**src/rtl/des_decrypter_iter.sv**
```systemverilog
// Iterative DES decryption core: one Feistel round per clock, with subkeys K16..K1
// produced on the fly by right-rotating the C/D key halves.
module des_decrypter_iter #(
    parameter int NUM_ROUNDS = 16
) (
    input  logic        clk,
    input  logic        rst_n,
    input  logic        in_valid,
    output logic        in_ready,
    input  logic [63:0] cipher_in,
    input  logic [63:0] key_in,
    output logic        out_valid,
    input  logic        out_ready,
    output logic [63:0] plain_out,
    output logic        busy
);
    localparam int RW = (NUM_ROUNDS > 1) ? $clog2(NUM_ROUNDS) : 1;
    localparam logic [RW-1:0] LAST_ROUND = RW'(NUM_ROUNDS - 1);

    // Tables use FIPS 46-3 numbering: entry n names DES bit n, which is vector bit [W-n].
    localparam int IP_T [64] = '{
        58, 50, 42, 34, 26, 18, 10, 2,  60, 52, 44, 36, 28, 20, 12, 4,
        62, 54, 46, 38, 30, 22, 14, 6,  64, 56, 48, 40, 32, 24, 16, 8,
        57, 49, 41, 33, 25, 17,  9, 1,  59, 51, 43, 35, 27, 19, 11, 3,
        61, 53, 45, 37, 29, 21, 13, 5,  63, 55, 47, 39, 31, 23, 15, 7};
    localparam int FP_T [64] = '{
        40, 8, 48, 16, 56, 24, 64, 32,  39, 7, 47, 15, 55, 23, 63, 31,
        38, 6, 46, 14, 54, 22, 62, 30,  37, 5, 45, 13, 53, 21, 61, 29,
        36, 4, 44, 12, 52, 20, 60, 28,  35, 3, 43, 11, 51, 19, 59, 27,
        34, 2, 42, 10, 50, 18, 58, 26,  33, 1, 41,  9, 49, 17, 57, 25};
    localparam int E_T [48] = '{
        32,  1,  2,  3,  4,  5,  4,  5,  6,  7,  8,  9,
         8,  9, 10, 11, 12, 13, 12, 13, 14, 15, 16, 17,
        16, 17, 18, 19, 20, 21, 20, 21, 22, 23, 24, 25,
        24, 25, 26, 27, 28, 29, 28, 29, 30, 31, 32,  1};
    localparam int P_T [32] = '{
        16,  7, 20, 21, 29, 12, 28, 17,  1, 15, 23, 26,  5, 18, 31, 10,
         2,  8, 24, 14, 32, 27,  3,  9, 19, 13, 30,  6, 22, 11,  4, 25};
    localparam int PC1_T [56] = '{
        57, 49, 41, 33, 25, 17,  9,  1, 58, 50, 42, 34, 26, 18,
        10,  2, 59, 51, 43, 35, 27, 19, 11,  3, 60, 52, 44, 36,
        63, 55, 47, 39, 31, 23, 15,  7, 62, 54, 46, 38, 30, 22,
        14,  6, 61, 53, 45, 37, 29, 21, 13,  5, 28, 20, 12,  4};
    localparam int PC2_T [48] = '{
        14, 17, 11, 24,  1,  5,  3, 28, 15,  6, 21, 10,
        23, 19, 12,  4, 26,  8, 16,  7, 27, 20, 13,  2,
        41, 52, 31, 37, 47, 55, 30, 40, 51, 45, 33, 48,
        44, 49, 39, 56, 34, 53, 46, 42, 50, 36, 29, 32};
    localparam int SBOX [8][64] = '{
        '{14, 4, 13, 1, 2, 15, 11, 8, 3, 10, 6, 12, 5, 9, 0, 7,
          0, 15, 7, 4, 14, 2, 13, 1, 10, 6, 12, 11, 9, 5, 3, 8,
          4, 1, 14, 8, 13, 6, 2, 11, 15, 12, 9, 7, 3, 10, 5, 0,
          15, 12, 8, 2, 4, 9, 1, 7, 5, 11, 3, 14, 10, 0, 6, 13},
        '{15, 1, 8, 14, 6, 11, 3, 4, 9, 7, 2, 13, 12, 0, 5, 10,
          3, 13, 4, 7, 15, 2, 8, 14, 12, 0, 1, 10, 6, 9, 11, 5,
          0, 14, 7, 11, 10, 4, 13, 1, 5, 8, 12, 6, 9, 3, 2, 15,
          13, 8, 10, 1, 3, 15, 4, 2, 11, 6, 7, 12, 0, 5, 14, 9},
        '{10, 0, 9, 14, 6, 3, 15, 5, 1, 13, 12, 7, 11, 4, 2, 8,
          13, 7, 0, 9, 3, 4, 6, 10, 2, 8, 5, 14, 12, 11, 15, 1,
          13, 6, 4, 9, 8, 15, 3, 0, 11, 1, 2, 12, 5, 10, 14, 7,
          1, 10, 13, 0, 6, 9, 8, 7, 4, 15, 14, 3, 11, 5, 2, 12},
        '{7, 13, 14, 3, 0, 6, 9, 10, 1, 2, 8, 5, 11, 12, 4, 15,
          13, 8, 11, 5, 6, 15, 0, 3, 4, 7, 2, 12, 1, 10, 14, 9,
          10, 6, 9, 0, 12, 11, 7, 13, 15, 1, 3, 14, 5, 2, 8, 4,
          3, 15, 0, 6, 10, 1, 13, 8, 9, 4, 5, 11, 12, 7, 2, 14},
        '{2, 12, 4, 1, 7, 10, 11, 6, 8, 5, 3, 15, 13, 0, 14, 9,
          14, 11, 2, 12, 4, 7, 13, 1, 5, 0, 15, 10, 3, 9, 8, 6,
          4, 2, 1, 11, 10, 13, 7, 8, 15, 9, 12, 5, 6, 3, 0, 14,
          11, 8, 12, 7, 1, 14, 2, 13, 6, 15, 0, 9, 10, 4, 5, 3},
        '{12, 1, 10, 15, 9, 2, 6, 8, 0, 13, 3, 4, 14, 7, 5, 11,
          10, 15, 4, 2, 7, 12, 9, 5, 6, 1, 13, 14, 0, 11, 3, 8,
          9, 14, 15, 5, 2, 8, 12, 3, 7, 0, 4, 10, 1, 13, 11, 6,
          4, 3, 2, 12, 9, 5, 15, 10, 11, 14, 1, 7, 6, 0, 8, 13},
        '{4, 11, 2, 14, 15, 0, 8, 13, 3, 12, 9, 7, 5, 10, 6, 1,
          13, 0, 11, 7, 4, 9, 1, 10, 14, 3, 5, 12, 2, 15, 8, 6,
          1, 4, 11, 13, 12, 3, 7, 14, 10, 15, 6, 8, 0, 5, 9, 2,
          6, 11, 13, 8, 1, 4, 10, 7, 9, 5, 0, 15, 14, 2, 3, 12},
        '{13, 2, 8, 4, 6, 15, 11, 1, 10, 9, 3, 14, 5, 0, 12, 7,
          1, 15, 13, 8, 10, 3, 7, 4, 12, 5, 6, 11, 0, 14, 9, 2,
          7, 11, 4, 1, 9, 12, 14, 2, 0, 6, 10, 13, 15, 3, 5, 8,
          2, 1, 14, 7, 4, 10, 8, 13, 15, 12, 9, 0, 3, 5, 6, 11}};

    function automatic logic [63:0] perm_64(input logic [63:0] x, input bit final_perm);
        logic [63:0] y;
        y = '0;
        for (int i = 0; i < 64; i++)
            y[6'(63 - i)] = x[6'(64 - (final_perm ? FP_T[6'(i)] : IP_T[6'(i)]))];
        return y;
    endfunction

    function automatic logic [55:0] perm_pc1(input logic [63:0] k);
        logic [55:0] y;
        y = '0;
        for (int i = 0; i < 56; i++) y[6'(55 - i)] = k[6'(64 - PC1_T[6'(i)])];
        return y;
    endfunction

    function automatic logic [47:0] perm_pc2(input logic [55:0] cd);
        logic [47:0] y;
        y = '0;
        for (int i = 0; i < 48; i++) y[6'(47 - i)] = cd[6'(56 - PC2_T[6'(i)])];
        return y;
    endfunction

    function automatic logic [31:0] feistel(input logic [31:0] r, input logic [47:0] subkey);
        logic [47:0] x;
        logic [31:0] s;
        logic [31:0] y;
        logic [5:0]  six;
        s = '0;
        y = '0;
        for (int i = 0; i < 48; i++) x[6'(47 - i)] = r[5'(32 - E_T[6'(i)])];
        x = x ^ subkey;
        // Row is the outer bit pair of each 6-bit group, column the inner four.
        for (int b = 0; b < 8; b++) begin
            six = x[6'(42 - 6 * b) +: 6];
            s[5'(28 - 4 * b) +: 4] = 4'(SBOX[3'(b)][{six[5], six[0], six[4:1]}]);
        end
        for (int i = 0; i < 32; i++) y[5'(31 - i)] = s[5'(32 - P_T[5'(i)])];
        return y;
    endfunction

    function automatic logic [27:0] rotr(input logic [27:0] v, input logic [1:0] n);
        case (n)
            2'd1:    return {v[0], v[27:1]};
            2'd2:    return {v[1:0], v[27:2]};
            default: return v;
        endcase
    endfunction

    // Right-rotation schedule undoes the encrypt-side left shifts, newest first.
    function automatic logic [1:0] rot_amt(input logic [RW-1:0] r);
        if (r == '0) return 2'd0;
        if (r == RW'(1) || r == RW'(8) || r == RW'(15)) return 2'd1;
        return 2'd2;
    endfunction

    typedef enum logic [1:0] {IDLE, ROUND, DONE} state_t;

    state_t        state, state_nx;
    logic [RW-1:0] round_q;
    logic [31:0]   l_q, r_q, r_new;
    logic [27:0]   c_q, d_q, c_rot, d_rot;

    assign c_rot = rotr(c_q, rot_amt(round_q));
    assign d_rot = rotr(d_q, rot_amt(round_q));
    assign r_new = l_q ^ feistel(r_q, perm_pc2({c_rot, d_rot}));

    always_ff @(posedge clk or negedge rst_n) begin
        if (!rst_n) state <= IDLE;
        else        state <= state_nx;
    end

    always_comb begin
        // NOTE: every output gets a default before the case so no latch is inferred.
        state_nx  = state;
        in_ready  = 1'b0;
        busy      = 1'b0;
        out_valid = 1'b0;
        unique case (state)
            IDLE: begin
                in_ready = rst_n;
                if (in_valid) state_nx = ROUND;
            end
            ROUND: begin
                busy = 1'b1;
                if (round_q == LAST_ROUND) state_nx = DONE;
            end
            DONE: begin
                out_valid = 1'b1;
                if (out_ready) state_nx = IDLE;
            end
            default: state_nx = IDLE;
        endcase
    end

    // NOTE: state registers use non-blocking assignments so every update sees pre-edge values.
    always_ff @(posedge clk or negedge rst_n) begin
        if (!rst_n) begin
            round_q   <= '0;
            l_q       <= '0;
            r_q       <= '0;
            c_q       <= '0;
            d_q       <= '0;
            plain_out <= '0;
        end else begin
            unique case (state)
                IDLE: if (in_valid) begin
                    {l_q, r_q} <= perm_64(cipher_in, 1'b0);
                    {c_q, d_q} <= perm_pc1(key_in);
                    round_q    <= '0;
                end
                ROUND: begin
                    c_q     <= c_rot;
                    d_q     <= d_rot;
                    l_q     <= r_q;
                    r_q     <= r_new;
                    round_q <= round_q + 1'b1;
                    if (round_q == LAST_ROUND) plain_out <= perm_64({r_new, r_q}, 1'b1);
                end
                default: ;
            endcase
        end
    end
endmodule

```
**config.mk**
```make
export PLATFORM = sky130hd
export DESIGN_NAME = des_decrypter_iter
export DESIGN_NICKNAME = d
export VERILOG_FILES = /design/src/rtl/des_decrypter_iter.sv
export SDC_FILE = /design/constraint.sdc
export NUM_CORES = 1
export LEC_CHECK = 0
export ABC_AREA = 0
export CORE_AREA = 5 5 74 76
export DETAILED_ROUTE_END_ITERATION = 10
export DIE_AREA = 0 0 79 81
export DONT_BUFFER_PORTS = 1
export GPL_TIMING_DRIVEN = 1
export MAX_ROUTING_LAYER = met4
export PLACE_DENSITY = 0.3
export SYNTH_ARGS = -nofsm -noshare
export SYNTH_HDL_FRONTEND = slang
export SYNTH_SLANG_ARGS = --single-unit
```
**constraint.sdc**
```tcl
create_clock -name clk -period 0.99 [get_ports clk]
set_input_delay 0.1485 -clock clk [delete_from_list [all_inputs] [get_ports clk]]
set_output_delay 0.1485 -clock clk [all_outputs]
set_load 0.005 [all_outputs]
```
==> out/qor.yml <==
grt:
  met1_usage_pct: 4.310
  grt_max_degree: 7
  use_met2_pct: 6.145
  antenna_found_initial: 0
  grt_first_pass_wirelength_mm: 1.869
  first_global_vias: 409
  grt-ovfl-total: 0
  grt_use_total_pct: 4.043
power_and_ir_drop:
  p_seq_share_pct: 29.2
  maxPowerGroup: "combinational cells"
  power.total_uw: 1604
  power_clock_uw: 363
  clkPwrFrac_pct: 22.6
  powerDensity_mw_per_mm2: 2003
  p_sw_share_pct: 34.17
  ir_worst_vdd_mv: 0.7379
  p_seq_uw: 469
critical_path:
  worstSetupPathType: "flop to flop"
  path_depth: 4
  r2r_cells: 4
  critPathArrivalTime_ns: 1.30
  crit_end: "round_q[2]"
  r2r_setup_slack_ns: -0.16
  cp_cell_sequence: "buf_4 > or2b_1 > mux2i_1 > a22o_1"
  required_ns: 1.14
  path_max_fanout: 4
  cpMaxStageDelayCell: "dfrtp_1"
clocking:
  cts_tree: "done"
  cts_resized: 6
  numCtsBuffers: 3
  post_cts_buffers: 4
  cts_hold_buf: 1
  worstSkewPairLatency_ns: 0.22
finish:
  comb_area_share_pct: 52.66
  buf_share_pct: 13.91
  nFlopsAndLatches: 6
  clk_share_pct: 5.156
  signal_buffers: 13
  nNetsFinal: 241
  register_area_um2: 151.4
  syn2layout_area_growth_pct: 2.073
  largest_class: "combinational gates"
  inverters: 2
timing:
  post-route-period-util_pct: 115.7
  rsz0062_at_grt: "true"
  finalCriticalPeriod_ns: 1.145
  setup_ws_ns: -0.1554
  setup_viol: 6
  fin_worst_skew_ns: 0.002713
  max_freq_mhz: 873.1
  tns_ns: -0.5017
  hold_viol_final: 0
synthesis:
  common_cells: "buf_4, dfrtp_1, nand3_1"
  top_area_cell: "buf_4"
  synthCells: 91
  avgSynthCellArea_um2: 8.621
  topCellsByArea: "buf_4, dfrtp_1, a22o_1"
  ys.flops: 6
  syn_area_um2: 784.5
  ys_warn_count: 0
  synthArstFlopShare_pct: 100.0
  ys_chip_area_um2: 784.5
flow_run:
  maxCapViolCount: 0
min_path:
  whs_endpoint: "state[1]"
  hold_path_class: "input port to flop"
  min_path_cells: 2
  hp-start: "out_ready"
routing:
  first_pass_iters: 4
  drt_iter0_drc: 7
  top_layer: "met4"
  dr_wl_met2_um: 639
  ant_nets: 0
  via_count: 448
  post-route-drc-count: 0
  avgRoutedWirePerCell_um: 8.669
  wl_met1_um: 469
die:
  core-area_mm2: 0.004661
  rows: 25
  nWellTaps: 54
  die_area_mm2: 0.006399
  die_height_um: 81
placed_design:
  place_congestion: 0.6520
  io_buffers: 0
run_status:
  outcome: "finished with violations"
  violations: "negative setup slack"
==> per-stage QoR <==
stage	utilization (%)	setup WS, ns	area, µm²	std cells
after floorplan	-	-0.07413	1023	154
after global placement	14.23	-0.06083	663.1	151
after detailed placement	14.23	-0.1108	663.1	151
after CTS	16.46	-0.1594	767.0	159
after global routing	17.18	-0.2215	800.8	160
final	17.18	-0.1554	800.8	160
==> logic make-up after synthesis <==
logic type | Yosys count | share of synthesized area, %
buffers and inverters | 66 | 62.20
adders and majority gates | 1 | 1.595
other | 1 | 0.4780
muxes | 1 | 1.276
and+or+nand+nor | 9 | 6.700
DFF | 6 | 19.14
AOI/OAI and AO/OA | 7 | 8.613
==> sequential cells by signal (all words and copies together) (netlist names) <==
name / cells
state: 2
round_q: 4
Figure 1. Power grid.
Pins as bars on the die edge.
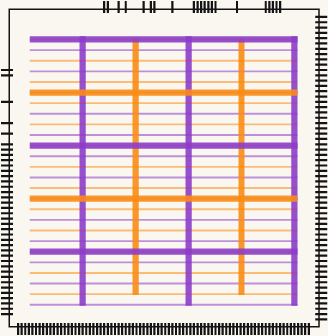
VSS -> purple
VDD -> orange
rows = 25
met5 straps = 5
met4 straps = 5

Figure 2. Placement by cell class.
Scale bar: 20 µm.
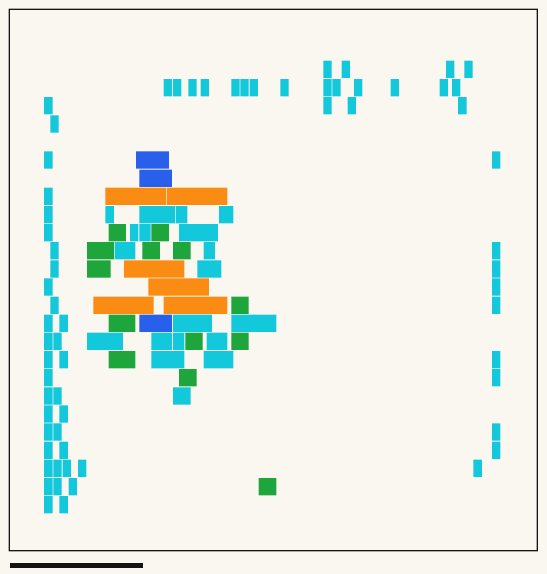
other buffers and delay cells -> green  # cells 13
flip-flops -> orange  # cells 6
all other logic -> cyan  # cells 84
cells driving clock nets -> blue  # cells 3

Figure 3. Clock distribution.
Scale bar: 20 µm.
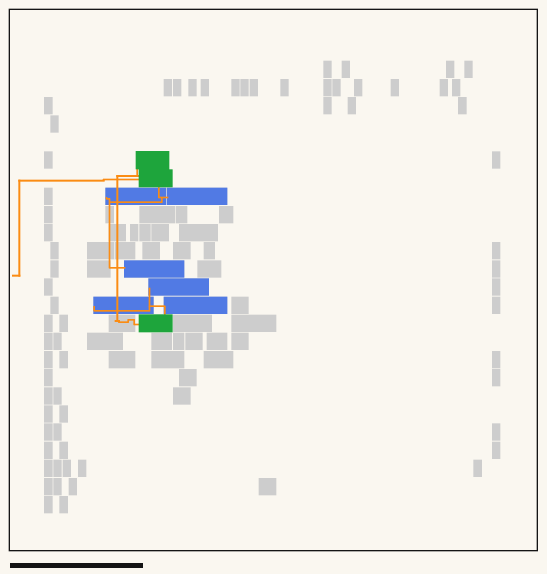
flip-flops -> blue  # count 6
cells driving clock nets -> green  # count 3
clock wires -> orange  # length 116 µm
routed clock nets = 4

Figure 4. Signal wires by layer.
Only two layers are drawn.
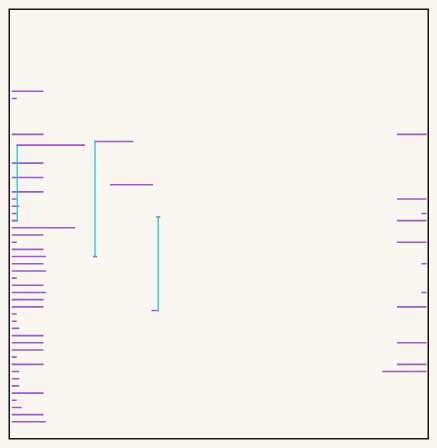
met4 -> cyan  # wire length 53.7 µm
met3 -> purple  # wire length 225 µm

